==> src/rtl/escalonador_round_robin_pkg.sv <==
// escalonador_round_robin_pkg: shared encodings and defaults for the round-robin scheduler
// Contents: slot state, FSM state and event kind encodings; default table size and idle PC.
package escalonador_round_robin_pkg;
   localparam int MAX_PROC_DEF = 8;
   localparam int PID_W_DEF = 3;
   localparam logic [31:0] IDLE_PC_DEF = 32'd0;
   typedef enum logic [1:0] {SLOT_FREE, SLOT_READY, SLOT_RUNNING, SLOT_BLOCKED} slot_t;
   typedef enum logic [2:0] {ST_IDLE, ST_RUN, ST_SAVE, ST_SEARCH, ST_DISPATCH} fsm_t;
   typedef enum logic [1:0] {EV_TROCA, EV_IO, EV_FIM} evento_t;
endpackage

==> src/rtl/escalonador_round_robin_if.sv <==
// escalonador_round_robin_if: control-unit/OS <-> scheduler signal bundle
// master: event, creation and I/O-completion sources; slave: the scheduler (redirect + status).
interface escalonador_round_robin_if #(parameter int PID_W = 3);
   logic troca_contexto;
   logic instrucao_io;
   logic fim_processo;
   logic [31:0] pc_salvo;
   logic io_concluido;
   logic [PID_W-1:0] io_pid;
   logic criar_valid;
   logic [31:0] criar_pc;
   logic criar_ready;
   logic [PID_W-1:0] criar_pid;
   logic desvio_valid;
   logic [31:0] desvio_pc;
   logic [PID_W-1:0] pid_atual;
   logic ocioso;
   logic busy;
   modport master (
      output troca_contexto, instrucao_io, fim_processo, pc_salvo, io_concluido, io_pid,
             criar_valid, criar_pc,
      input  criar_ready, criar_pid, desvio_valid, desvio_pc, pid_atual, ocioso, busy
   );
   modport slave (
      input  troca_contexto, instrucao_io, fim_processo, pc_salvo, io_concluido, io_pid,
             criar_valid, criar_pc,
      output criar_ready, criar_pid, desvio_valid, desvio_pc, pid_atual, ocioso, busy
   );
endinterface

==> src/rtl/escalonador_round_robin_tabela_processos.sv <==
// escalonador_round_robin_tabela_processos: process table, MAX_PROC x (state, saved PC)
// Ports: clock_i/reset_i; FSM write port (wr_*), creation port (criar_*), I/O completion port
//   (io_*), PC read port (rd_*), per-slot ready_o/free_o vectors and lowest-FREE index low_free_o.
module escalonador_round_robin_tabela_processos
   import escalonador_round_robin_pkg::*;
#(
   parameter int MAX_PROC = MAX_PROC_DEF,
   parameter int PID_W = PID_W_DEF
) (
   input  logic                clock_i,
   input  logic                reset_i,
   input  logic                wr_en_i,
   input  logic [PID_W-1:0]    wr_pid_i,
   input  slot_t               wr_st_i,
   input  logic                wr_pc_en_i,
   input  logic [31:0]         wr_pc_i,
   input  logic                criar_en_i,
   input  logic [31:0]         criar_pc_i,
   input  logic                io_en_i,
   input  logic [PID_W-1:0]    io_pid_i,
   input  logic [PID_W-1:0]    rd_pid_i,
   output logic [31:0]         rd_pc_o,
   output logic [MAX_PROC-1:0] ready_o,
   output logic [MAX_PROC-1:0] free_o,
   output logic [PID_W-1:0]    low_free_o
);
   slot_t st_q [MAX_PROC];
   logic [31:0] pc_q [MAX_PROC];
   always_comb begin
      ready_o = '0;
      free_o = '0;
      low_free_o = '0;
      for (int i = MAX_PROC - 1; i >= 0; i--) begin
         ready_o[i] = st_q[i] == SLOT_READY;
         free_o[i] = st_q[i] == SLOT_FREE;
         if (st_q[i] == SLOT_FREE) low_free_o = PID_W'(i);
      end
   end
   // The three writers target slots in disjoint states (RUNNING/READY, FREE, BLOCKED),
   // so they never hit the same slot in one cycle.
   always_ff @(posedge clock_i) begin
      if (reset_i) begin
         for (int i = 0; i < MAX_PROC; i++) begin
            st_q[i] <= SLOT_FREE;
            pc_q[i] <= '0;
         end
      end else begin
         if (wr_en_i) st_q[wr_pid_i] <= wr_st_i;
         if (wr_en_i && wr_pc_en_i) pc_q[wr_pid_i] <= wr_pc_i;
         if (criar_en_i) begin
            st_q[low_free_o] <= SLOT_READY;
            pc_q[low_free_o] <= criar_pc_i;
         end
         if (io_en_i && st_q[io_pid_i] == SLOT_BLOCKED) st_q[io_pid_i] <= SLOT_READY;
      end
   end
   assign rd_pc_o = pc_q[rd_pid_i];
endmodule

==> src/rtl/escalonador_round_robin.sv <==
// escalonador_round_robin: round-robin process scheduler issuing one-cycle PC redirects
// Ports: clock_i/reset_i (synchronous, active-high); bus (slave modport): context-switch,
//   I/O-block and end events with pc_salvo, I/O completion, process creation handshake,
//   desvio_valid/desvio_pc redirect, pid_atual, ocioso and busy status.
module escalonador_round_robin
   import escalonador_round_robin_pkg::*;
#(
   parameter int MAX_PROC = MAX_PROC_DEF,
   parameter int PID_W = PID_W_DEF,
   parameter logic [31:0] IDLE_PC = IDLE_PC_DEF
) (
   input logic clock_i,
   input logic reset_i,
   escalonador_round_robin_if.slave bus
);
   fsm_t state_q;
   evento_t ev_q;
   logic [PID_W-1:0] pid_q, idx_q, cnt_q, criar_pid_q, low_free;
   logic [31:0] pcs_q, desvio_pc_q, rd_pc;
   logic desvio_valid_q, ocioso_q, criar_en, wr_en, wr_pc_en;
   logic [MAX_PROC-1:0] ready, free;
   slot_t wr_st;
   assign criar_en = bus.criar_valid && |free;
   // SAVE retires the running slot; DISPATCH marks the chosen slot (already in pid_q) RUNNING.
   assign wr_en = state_q == ST_SAVE || state_q == ST_DISPATCH;
   assign wr_pc_en = state_q == ST_SAVE && ev_q != EV_FIM;
   assign wr_st = state_q == ST_DISPATCH ? SLOT_RUNNING :
                  ev_q == EV_FIM ? SLOT_FREE : ev_q == EV_IO ? SLOT_BLOCKED : SLOT_READY;
   escalonador_round_robin_tabela_processos #(.MAX_PROC(MAX_PROC), .PID_W(PID_W)) tabela (
      .clock_i    (clock_i),
      .reset_i    (reset_i),
      .wr_en_i    (wr_en),
      .wr_pid_i   (pid_q),
      .wr_st_i    (wr_st),
      .wr_pc_en_i (wr_pc_en),
      .wr_pc_i    (pcs_q),
      .criar_en_i (criar_en),
      .criar_pc_i (bus.criar_pc),
      .io_en_i    (bus.io_concluido),
      .io_pid_i   (bus.io_pid),
      .rd_pid_i   (idx_q),
      .rd_pc_o    (rd_pc),
      .ready_o    (ready),
      .free_o     (free),
      .low_free_o (low_free)
   );
   always_ff @(posedge clock_i) begin
      if (reset_i) begin
         state_q <= ST_IDLE;
         ev_q <= EV_TROCA;
         pid_q <= '0;
         idx_q <= '0;
         cnt_q <= '0;
         criar_pid_q <= '0;
         pcs_q <= '0;
         desvio_pc_q <= '0;
         desvio_valid_q <= 1'b0;
         ocioso_q <= 1'b1;
      end else begin
         desvio_valid_q <= 1'b0;
         if (criar_en) criar_pid_q <= low_free;
         case (state_q)
            ST_IDLE: if (|ready) begin
               state_q <= ST_SEARCH;
               idx_q <= pid_q + 1'b1;
               cnt_q <= '0;
            end
            ST_RUN: if (bus.fim_processo || bus.instrucao_io || bus.troca_contexto) begin
               ev_q <= bus.fim_processo ? EV_FIM : bus.instrucao_io ? EV_IO : EV_TROCA;
               pcs_q <= bus.pc_salvo;
               state_q <= ST_SAVE;
            end
            ST_SAVE: begin
               state_q <= ST_SEARCH;
               idx_q <= pid_q + 1'b1;
               cnt_q <= '0;
            end
            // Starting at pid+1 and wrapping makes the previous owner the last candidate.
            ST_SEARCH: if (ready[idx_q]) begin
               state_q <= ST_DISPATCH;
               pid_q <= idx_q;
               desvio_pc_q <= rd_pc;
               desvio_valid_q <= 1'b1;
               ocioso_q <= 1'b0;
            end else if (cnt_q == PID_W'(MAX_PROC - 1)) begin
               state_q <= ST_IDLE;
               desvio_pc_q <= IDLE_PC;
               desvio_valid_q <= 1'b1;
               ocioso_q <= 1'b1;
            end else begin
               idx_q <= idx_q + 1'b1;
               cnt_q <= cnt_q + 1'b1;
            end
            ST_DISPATCH: state_q <= ST_RUN;
            default: state_q <= ST_IDLE;
         endcase
      end
   end
   assign bus.criar_ready = |free;
   assign bus.criar_pid = criar_pid_q;
   assign bus.desvio_valid = desvio_valid_q;
   assign bus.desvio_pc = desvio_pc_q;
   assign bus.pid_atual = pid_q;
   assign bus.ocioso = ocioso_q;
   assign bus.busy = state_q inside {ST_SAVE, ST_SEARCH, ST_DISPATCH};
endmodule
==> src/flat_wrapper.sv <==
// flat-port wrapper written by rule: the top's interface ports become plain ports
module escalonador_round_robin_flat import escalonador_round_robin_pkg::*;
#(
   parameter int MAX_PROC = MAX_PROC_DEF,
   parameter int PID_W = PID_W_DEF,
   parameter logic [31:0] IDLE_PC = IDLE_PC_DEF
)
  (clock_i, reset_i, bus_troca_contexto, bus_instrucao_io, bus_fim_processo, bus_pc_salvo, bus_io_concluido, bus_io_pid, bus_criar_valid, bus_criar_pc, bus_criar_ready, bus_criar_pid, bus_desvio_valid, bus_desvio_pc, bus_pid_atual, bus_ocioso, bus_busy);
  escalonador_round_robin_if #(.PID_W(PID_W)) bus_i ();
  input logic clock_i;
  input logic reset_i;
  input wire logic [$bits(bus_i.troca_contexto)-1:0] bus_troca_contexto;
  input wire logic [$bits(bus_i.instrucao_io)-1:0] bus_instrucao_io;
  input wire logic [$bits(bus_i.fim_processo)-1:0] bus_fim_processo;
  input wire logic [$bits(bus_i.pc_salvo)-1:0] bus_pc_salvo;
  input wire logic [$bits(bus_i.io_concluido)-1:0] bus_io_concluido;
  input wire logic [$bits(bus_i.io_pid)-1:0] bus_io_pid;
  input wire logic [$bits(bus_i.criar_valid)-1:0] bus_criar_valid;
  input wire logic [$bits(bus_i.criar_pc)-1:0] bus_criar_pc;
  output wire logic [$bits(bus_i.criar_ready)-1:0] bus_criar_ready;
  output wire logic [$bits(bus_i.criar_pid)-1:0] bus_criar_pid;
  output wire logic [$bits(bus_i.desvio_valid)-1:0] bus_desvio_valid;
  output wire logic [$bits(bus_i.desvio_pc)-1:0] bus_desvio_pc;
  output wire logic [$bits(bus_i.pid_atual)-1:0] bus_pid_atual;
  output wire logic [$bits(bus_i.ocioso)-1:0] bus_ocioso;
  output wire logic [$bits(bus_i.busy)-1:0] bus_busy;
  assign bus_i.troca_contexto = bus_troca_contexto;
  assign bus_i.instrucao_io = bus_instrucao_io;
  assign bus_i.fim_processo = bus_fim_processo;
  assign bus_i.pc_salvo = bus_pc_salvo;
  assign bus_i.io_concluido = bus_io_concluido;
  assign bus_i.io_pid = bus_io_pid;
  assign bus_i.criar_valid = bus_criar_valid;
  assign bus_i.criar_pc = bus_criar_pc;
  assign bus_criar_ready = bus_i.criar_ready;
  assign bus_criar_pid = bus_i.criar_pid;
  assign bus_desvio_valid = bus_i.desvio_valid;
  assign bus_desvio_pc = bus_i.desvio_pc;
  assign bus_pid_atual = bus_i.pid_atual;
  assign bus_ocioso = bus_i.ocioso;
  assign bus_busy = bus_i.busy;
  escalonador_round_robin #(.MAX_PROC(MAX_PROC), .PID_W(PID_W), .IDLE_PC(IDLE_PC)) u_core (.clock_i(clock_i), .reset_i(reset_i), .bus(bus_i));
endmodule
==> config.mk <==
export PLATFORM = sky130hd
export DESIGN_NAME = escalonador_round_robin_flat
export DESIGN_NICKNAME = d
export VERILOG_FILES = /design/src/rtl/escalonador_round_robin_pkg.sv /design/src/rtl/escalonador_round_robin_if.sv /design/src/rtl/escalonador_round_robin_tabela_processos.sv /design/src/rtl/escalonador_round_robin.sv /design/src/flat_wrapper.sv
export SDC_FILE = /design/constraint.sdc
export NUM_CORES = 1
export LEC_CHECK = 0
export CORE_UTILIZATION = 30
export CTS_BUF_LIST = sky130_fd_sc_hd__clkbuf_4 sky130_fd_sc_hd__clkbuf_8
export CTS_CLUSTER_DIAMETER = 50
export DETAILED_ROUTE_END_ITERATION = 8
export GPL_TIMING_DRIVEN = 0
export SETUP_SLACK_MARGIN = 0.4
export SLEW_MARGIN = 15
export SYNTH_ARGS = -nofsm -noshare
export SYNTH_HDL_FRONTEND = slang
export SYNTH_SLANG_ARGS = --single-unit
export TNS_END_PERCENT = 100
==> constraint.sdc <==
create_clock -name clock_i -period 3.46 [get_ports clock_i]
set_clock_uncertainty 0.2 [all_clocks]
set_input_delay 0.692 -clock clock_i [delete_from_list [all_inputs] [get_ports clock_i]]
set_output_delay 0.692 -clock clock_i [all_outputs]
set_load 0.01 [all_outputs]
==> GITHUB_STEP_SUMMARY <==
## PnR job results

| Metric | Value |
|---|---|
| Initial DRT Pass Iterations | 5 |
| Non-clock buffer count | 268 |
| Register bit total from synthesis | roughly 360 |
| Cycle use final | about nine tenths |
| Simple share | roughly a tenth |
| Max Freq | between 300 and 400 MHz |
| Register Area | a little under 10000 sq um |
| Layout non-clock buf frac | 9.27% |
| Dominant combinational family | multiplexers |
| Most Crowded Layer GR | met2 |
| Final hold violation count | 0 |
| Top cells, area | edfxtp_1 43%, mux2i_1 13%, dfxtp_1 12% |
| Final setup margin | roughly 0.37 ns |
| Yosys cell count | about 1500 |
| Die area | between 60000 and 70000 sq um |
| Clk pwr share | between 30 and 40% |
| Most frequent logic cell in the layout | nand2_1 |
| GRT Residual Overflow | 0 |
| Sw power | approximately 0.0038 W |
| CTS tree | built |
| Launching point of the worst reg2reg path | u_core.tabela.st_q[6][1] |
| Post-DR vias/cell | around 5.3 |
| Post-Route Setup TNS | 0 ns |
| Layout cells sized above 1 | approximately 18% |
| # rows | between 80 and 90 |
| Flip-flops with a built-in enable | between 200 and 300 |
| Yosys top cell by area | edfxtp_1 |
| Comb area | around 7500 sq um |
| Met1 Use GR | 24.3% |
| CTS resizes | 28 |
| Syn Area/Cell | between 10 and 15 sq um |
| Met2 wire len | roughly 27 mm |
| Synth Flop Type | edfxtp_1 |
| Synth cell count leaders | 289 x nand2_1, 256 x edfxtp_1, 226 x mux2i_1, 102 x dfxtp_1, 87 x clkbuf_1 |
| CTS sink cnt | about 360 |
| Comb gates | roughly 930 |
| Delay of the slowest critical-path stage | about 0.45 ns |
| PD cells | 569 nW/um^2 |
| Comb group | ~0.0029 W |
| Slew HR | between 30% and 40% |
| 1st-iter DRT viols | 1322 |
| Internal | approximately 0.0086 W |
| Tapcells | 765 |
| Clk root buf | clkbuf_8 |
| Routed length on met3 | 5.65 mm |
| CP endpoint | bus_criar_ready |
| Unrepaired setup endpoints after global routing | true |
| Routed vias | approximately 13000 |
| CTS Buffer Depth | 3 |
| Top-count cell post-synth | nand2_1 |
| Post-route minimum period | between 3 and 4 ns |
| Clk power | between 0.004 and 0.005 W |
| Invs w/o clock | 43 |
| Worst path depth | 4 |
| Mapped Cells | between 1000 and 1500 |
| Status | finished clean |
| Number of global-route vias before repair | 13400 |
| Floorplan Nets | between 1500 and 2000 |
| Sw Share | a little under a third |
| Layout fillers | between 5000 and 6000 |
| Top sig layer | met5 |
| Most flops, register | u_core.tabela.pc_q |
| Min-delay src | bus_io_pid[0] |
| Setup repair bufs after CTS | 7 |
| Min Hold Slack | approximately 0.23 ns |
| Sequential Power Share | about two fifths |
**Where the registers sit**

Scale: 1.5 px per um.
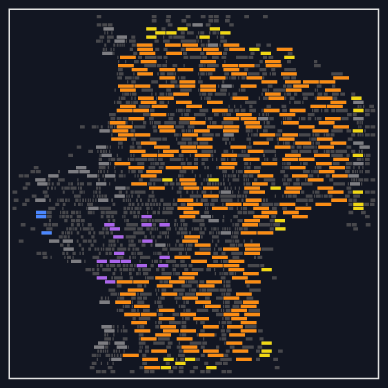
u_core.cnt_q: shown in blue, placed flops 3. u_core.tabela.pc_q: shown in orange, placed flops 256. u_core.tabela.st_q: shown in purple, placed flops 16. u_core.bus.desvio_pc: shown in yellow, placed flops 32.
Another 51 sequential cells are not coloured.
Seq area share: 44.6%
P_seq: 0.00515 W

**Power grid**

Scale: 1.5 px per um. Pins as bars on the die edge.
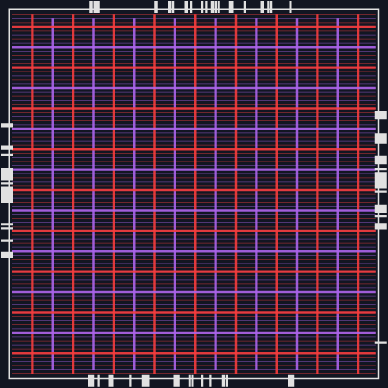
VDD: shown in purple. VSS: shown in red.
89 met1 rails follow the rows. 17 straps on met5.
Placeable Area: 58000 sq um
Max VDD drop: 296 uV

**Clock nets**

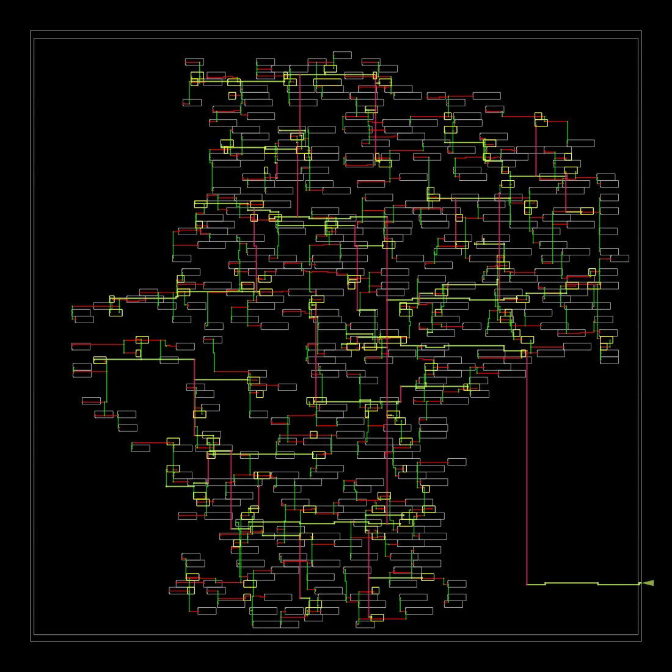
Seq cells: 358
# clk buffers: 101

Power is estimated from default activity; no workload was simulated.
